**src/rtl/tt_um_hoene_manchester_pkg.sv**
```systemverilog
// Shared definitions for the Manchester frame controller: FSM states,
// abort cause codes and a small counter helper.
package tt_um_hoene_manchester_pkg;

    typedef enum logic [1:0] {
        HUNT = 2'd0,
        LEN  = 2'd1,
        DATA = 2'd2,
        CHK  = 2'd3
    } frame_state_t;

    localparam logic [2:0] ERR_NONE     = 3'd0;
    localparam logic [2:0] ERR_BIT      = 3'd1;
    localparam logic [2:0] ERR_TIMEOUT  = 3'd2;
    localparam logic [2:0] ERR_LENGTH   = 3'd3;
    localparam logic [2:0] ERR_CHECKSUM = 3'd4;
    localparam logic [2:0] ERR_OVERFLOW = 3'd5;

    function automatic logic [15:0] sat_inc16(input logic [15:0] value);
        return (value == 16'hFFFF) ? value : value + 16'd1;
    endfunction

endpackage

```
**src/rtl/tt_um_hoene_manchester_byte_assembler.sv**
```systemverilog
// MSB-first bit shifter with a modulo-8 bit counter; byte_next is the value
// the register takes on this strobe, done flags the 8th strobe of a byte.
module tt_um_hoene_manchester_byte_assembler (
    input  logic       clk,
    input  logic       rst_n,
    input  logic       clear,
    input  logic       bit_strobe,
    input  logic       bit_data,
    output logic [7:0] byte_next,
    output logic       done
);

    logic [7:0] shift_reg;
    logic [2:0] bit_count;

    assign byte_next = {shift_reg[6:0], bit_data};
    assign done      = bit_strobe && (bit_count == 3'd7);

    // clear wins over a same-cycle strobe: that bit is consumed by the caller
    always_ff @(posedge clk or negedge rst_n) begin
        if (!rst_n) begin
            shift_reg <= 8'd0;
            bit_count <= 3'd0;
        end else if (clear) begin
            shift_reg <= 8'd0;
            bit_count <= 3'd0;
        end else if (bit_strobe) begin
            shift_reg <= byte_next;
            bit_count <= bit_count + 3'd1;
        end
    end

endmodule

```
**src/rtl/tt_um_hoene_manchester_frame_ctrl.sv**
```systemverilog
// Frame controller: hunts for the sync word, reads length, payload and XOR
// checksum, hands payload bytes to a ready/valid sink and reports aborts.
module tt_um_hoene_manchester_frame_ctrl
    import tt_um_hoene_manchester_pkg::*;
#(
    parameter logic [7:0]  SYNC_WORD = 8'hA5,
    parameter int          MAX_LEN   = 16,
    parameter logic [15:0] TIMEOUT   = 16'd1000
) (
    input  logic       clk,
    input  logic       rst_n,
    input  logic       bit_data,
    input  logic       bit_strobe,
    input  logic       bit_error,
    output logic [7:0] byte_data,
    output logic       byte_valid,
    input  logic       byte_ready,
    output logic       frame_start,
    output logic       frame_ok,
    output logic       frame_err,
    output logic [2:0] err_code
);

    localparam logic [7:0] MAX_LEN_B = 8'(MAX_LEN);

    frame_state_t state;
    logic [7:0]   checksum;
    logic [7:0]   remaining;
    logic [15:0]  idle_cnt;

    logic [7:0]   asm_byte;
    logic         asm_done;
    logic         asm_clear;
    logic         in_frame;
    logic         sync_hit;
    logic         timeout_hit;
    logic         byte_done;
    logic         sink_full;
    logic         frame_end;

    always_comb begin
        in_frame    = (state != HUNT);
        sink_full   = byte_valid && !byte_ready;
        sync_hit    = !in_frame && bit_strobe && !bit_error && (asm_byte == SYNC_WORD);
        timeout_hit = in_frame && !bit_error && (idle_cnt >= TIMEOUT);
        byte_done   = in_frame && !bit_error && !timeout_hit && asm_done;
        frame_end   = byte_done && ((state == CHK) ||
                                    ((state == LEN) && (asm_byte > MAX_LEN_B)) ||
                                    ((state == DATA) && sink_full));
        // bit_error clears the shifter both while hunting and as an abort
        asm_clear   = sync_hit || bit_error || timeout_hit || frame_end;
    end

    tt_um_hoene_manchester_byte_assembler u_assembler (
        .clk        (clk),
        .rst_n      (rst_n),
        .clear      (asm_clear),
        .bit_strobe (bit_strobe),
        .bit_data   (bit_data),
        .byte_next  (asm_byte),
        .done       (asm_done)
    );

    always_ff @(posedge clk or negedge rst_n) begin
        if (!rst_n) begin
            idle_cnt <= 16'd0;
        end else if (bit_strobe) begin
            idle_cnt <= 16'd0;
        end else begin
            idle_cnt <= sat_inc16(idle_cnt);
        end
    end

    always_ff @(posedge clk or negedge rst_n) begin
        if (!rst_n) begin
            state       <= HUNT;
            checksum    <= 8'd0;
            remaining   <= 8'd0;
            byte_data   <= 8'd0;
            byte_valid  <= 1'b0;
            frame_start <= 1'b0;
            frame_ok    <= 1'b0;
            frame_err   <= 1'b0;
            err_code    <= ERR_NONE;
        end else begin
            frame_start <= 1'b0;
            frame_ok    <= 1'b0;
            frame_err   <= 1'b0;
            if (byte_valid && byte_ready) begin
                byte_valid <= 1'b0;
            end

            if (!in_frame) begin
                if (sync_hit) begin
                    state       <= LEN;
                    checksum    <= 8'd0;
                    err_code    <= ERR_NONE;
                    frame_start <= 1'b1;
                end
            end else if (bit_error) begin
                state     <= HUNT;
                frame_err <= 1'b1;
                err_code  <= ERR_BIT;
            end else if (timeout_hit) begin
                state     <= HUNT;
                frame_err <= 1'b1;
                err_code  <= ERR_TIMEOUT;
            end else if (asm_done) begin
                case (state)
                    LEN: begin
                        checksum  <= asm_byte;
                        remaining <= asm_byte;
                        if (asm_byte == 8'd0) begin
                            state <= CHK;
                        end else if (asm_byte > MAX_LEN_B) begin
                            state     <= HUNT;
                            frame_err <= 1'b1;
                            err_code  <= ERR_LENGTH;
                        end else begin
                            state <= DATA;
                        end
                    end
                    DATA: begin
                        // a still-unconsumed byte is never overwritten
                        if (sink_full) begin
                            state     <= HUNT;
                            frame_err <= 1'b1;
                            err_code  <= ERR_OVERFLOW;
                        end else begin
                            byte_data  <= asm_byte;
                            byte_valid <= 1'b1;
                            checksum   <= checksum ^ asm_byte;
                            remaining  <= remaining - 8'd1;
                            if (remaining == 8'd1) begin
                                state <= CHK;
                            end
                        end
                    end
                    CHK: begin
                        state <= HUNT;
                        if (asm_byte == checksum) begin
                            frame_ok <= 1'b1;
                        end else begin
                            frame_err <= 1'b1;
                            err_code  <= ERR_CHECKSUM;
                        end
                    end
                    default: state <= HUNT;
                endcase
            end
        end
    end

endmodule

```
**config.mk**
```make
export PLATFORM = sky130hd
export DESIGN_NAME = tt_um_hoene_manchester_frame_ctrl
export DESIGN_NICKNAME = d
export VERILOG_FILES = /design/src/rtl/tt_um_hoene_manchester_pkg.sv /design/src/rtl/tt_um_hoene_manchester_byte_assembler.sv /design/src/rtl/tt_um_hoene_manchester_frame_ctrl.sv
export SDC_FILE = /design/constraint.sdc
export NUM_CORES = 1
export LEC_CHECK = 0
export CORE_UTILIZATION = 60
export CTS_CLUSTER_DIAMETER = 60
export DETAILED_ROUTE_END_ITERATION = 10
export PLACE_DENSITY = 0.86
export SLEW_MARGIN = 30
export SYNTH_ARGS = -nofsm -noshare
export SYNTH_HDL_FRONTEND = slang
export SYNTH_SLANG_ARGS = --single-unit
```
**constraint.sdc**
```tcl
create_clock -name clk -period 2.9 [get_ports clk]
set_input_delay 0.58 -clock clk [delete_from_list [all_inputs] [get_ports clk]]
set_output_delay 0.58 -clock clk [all_outputs]
set_load 0.01 [all_outputs]
```
m1.png
Bar = 20 µm. Supply wires on this layer in gray.
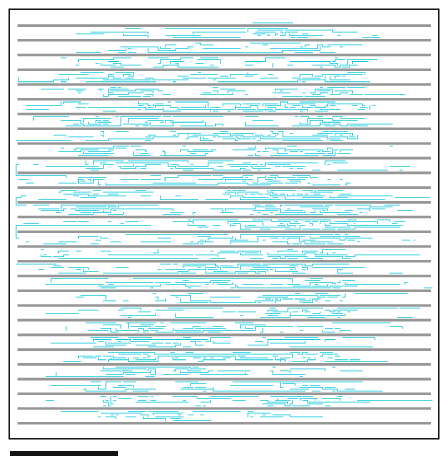
share of all routed wire: 46%
nets with wire on the layer: 372
wire length on this layer: 3,770 µm
main direction: horizontal
longest straight run: 29.4 µm

m2.png
Cells faint in the background.
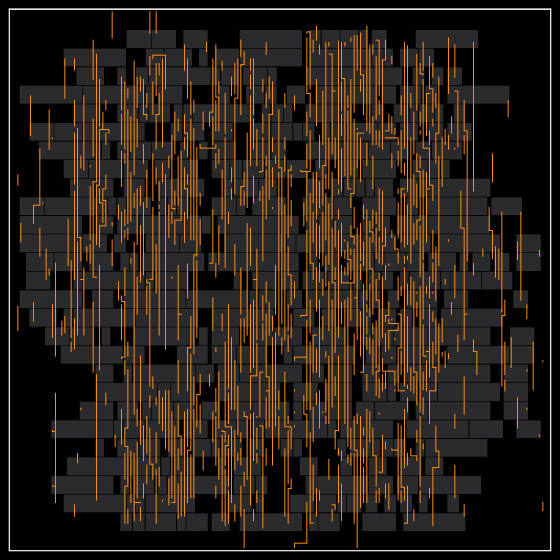
wire length on this layer: 3,830 µm
share of all routed wire: 47%
nets with wire on the layer: 338
longest straight run: 25.5 µm
main direction: vertical

m3.png
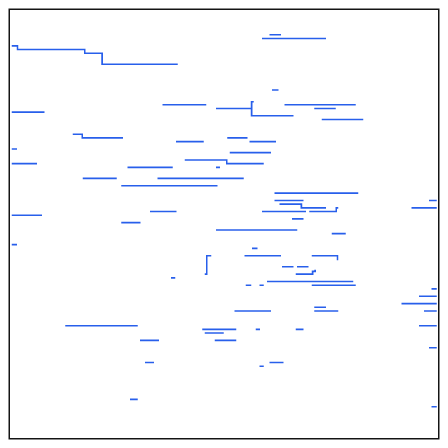
wire length on this layer: 394 µm
main direction: horizontal
share of all routed wire: 4.8%
longest straight run: 17.5 µm
nets with wire on the layer: 53

==> flow_metrics.py <==
# Generated from Yosys and OpenROAD reports
metrics = {
    "status": {
        "outcome": "completed",
    },
    "global_route": {
        "grt_pass1_vias": 2863,
        "grt.busiest_layer": "met2",
        "overflow": 0,
        "use_met2_pct": 43.71,
    },
    "yosys": {
        "area_leaders": "dfrtp_1 (41%), mux2i_1 (5.6%), xnor2_1 (4.4%)",
        "netlist_instances": 370,
        "synth_warnings": 0,
        "yosysSeqAreaShare_pct": 41.46,
        "synth-edff-count": 0,
        "ys_cells": 370,
        "synthesis.nets": 388,
        "synthMostInstantiatedCell": "dfrtp_1",
        "async_flop_share_pct": 100.0,
        "synth-seq-cells": 59,
        "aoi_share_pct": 14.05,
        "yosys.area_share.adder_pct": 4.216,
        "top_cell_area_share_pct": 41.46,
        "top_cells_by_count": "dfrtp_1 (59), nor2_1 (38), nand2_1 (30)",
    },
    "final_timing": {
        "slew_headroom_pct": 64.65,
        "worstMarginPinSlew_ns": 0.5168,
        "tns_ns": 0,
        "final_max_slew_viol_count": 0,
        "fin_crit_ns": 2.396,
        "hold_viol": 0,
        "hold_slack_ns": 0.1073,
    },
    "routing": {
        "ant_nets": 0,
        "vias": 2996,
        "drt-met1-wl_um": 3773,
        "route.met3.wl_um": 394,
        "drc": 0,
        "dr.max_layer_used": "met4",
        "dr_wl_met2_um": 3825,
        "drtIter0Drc": 334,
    },
    "cts": {
        "clkTransAtPathRegs_ns": 0.06,
        "clk_path_buf_depth": 2,
        "clock-sinks": 59,
        "cts_tree": "built",
        "cts_resized": 0,
        "post-cts-setup-buffers": 0,
        "postCtsHoldBufs": 0,
        "numCtsBuffers": 9,
        "cts-htree-levels": 3,
    },
    "setup_path": {
        "timing.rr.end": "remaining[0]$_DFFE_PN0P_",
        "cp_top_family": "simple AND/OR/NAND/NOR gates",
        "crit_type": "primary input to flop",
        "path_depth": 6,
        "crit_end": "remaining[0]$_DFFE_PN0P_",
        "required_ns": 3.15,
        "crit_path_cell_trace": "clkdlybuf4s50_1 > nand2_1 > or3_4 > or4b_4 > or3_1 > o221ai_1",
    },
    "power_and_ir_drop": {
        "ir_drop_uv": 377.8,
        "p_int_mw": 1.523,
        "powerComb_mw": 0.626,
        "seqPwrFrac_pct": 40.2,
        "switching_share_pct": 33.10,
        "pg_clk_mw": 0.735,
        "power.group.top": "registers",
        "p_seq_mw": 0.916,
        "power.switching_mw": 0.7535,
        "combPwrFrac_pct": 27.5,
    },
    "placement": {
        "port_buffers": 20,
        "dp_cells": 454,
        "hpwl_um": 5596,
        "place_congestion": 0.9382,
    },
    "floorplan": {
        "initCoreUtil_pct": 63.50,
        "num_rows": 27,
        "tapCellCount": 72,
        "die_w_um": 79.04,
        "ios": 21,
        "dieArea_um2": 6247,
    },
    "finish": {
        "stdcell_area_um2": 4039,
        "layout_top_cell": "dfrtp_1",
        "comb_area_share_pct": 48.05,
        "largest_register": "idle_cnt",
        "logic_area_um2": 1941,
        "inverters": 11,
        "final_cells": 469,
        "syn_to_final_growth_pct": 13.42,
        "buf_share_pct": 7.249,
        "clk_share_pct": 4.895,
        "largest_reg_flops": 16,
        "drive_above_1_share_pct": 11.84,
        "nets": 411,
    },
}
m4.png
Supply wires on this layer in gray.
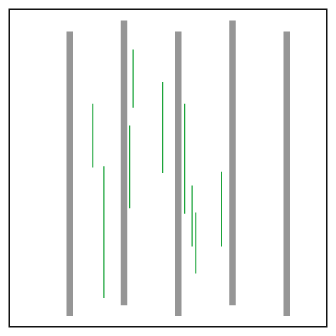
main direction: vertical
wire length on this layer: 181 µm
longest straight run: 32.6 µm
nets with wire on the layer: 6

congestion_map.png
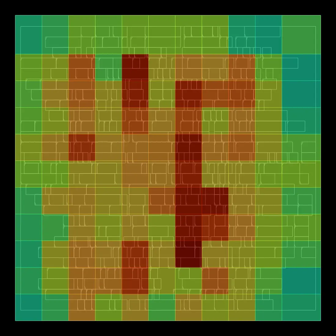
WL/cell: 17.43 µm
grt met3 use: 7.126%
met1 usage: 41.65%
Total GRT Usage: 29.37%

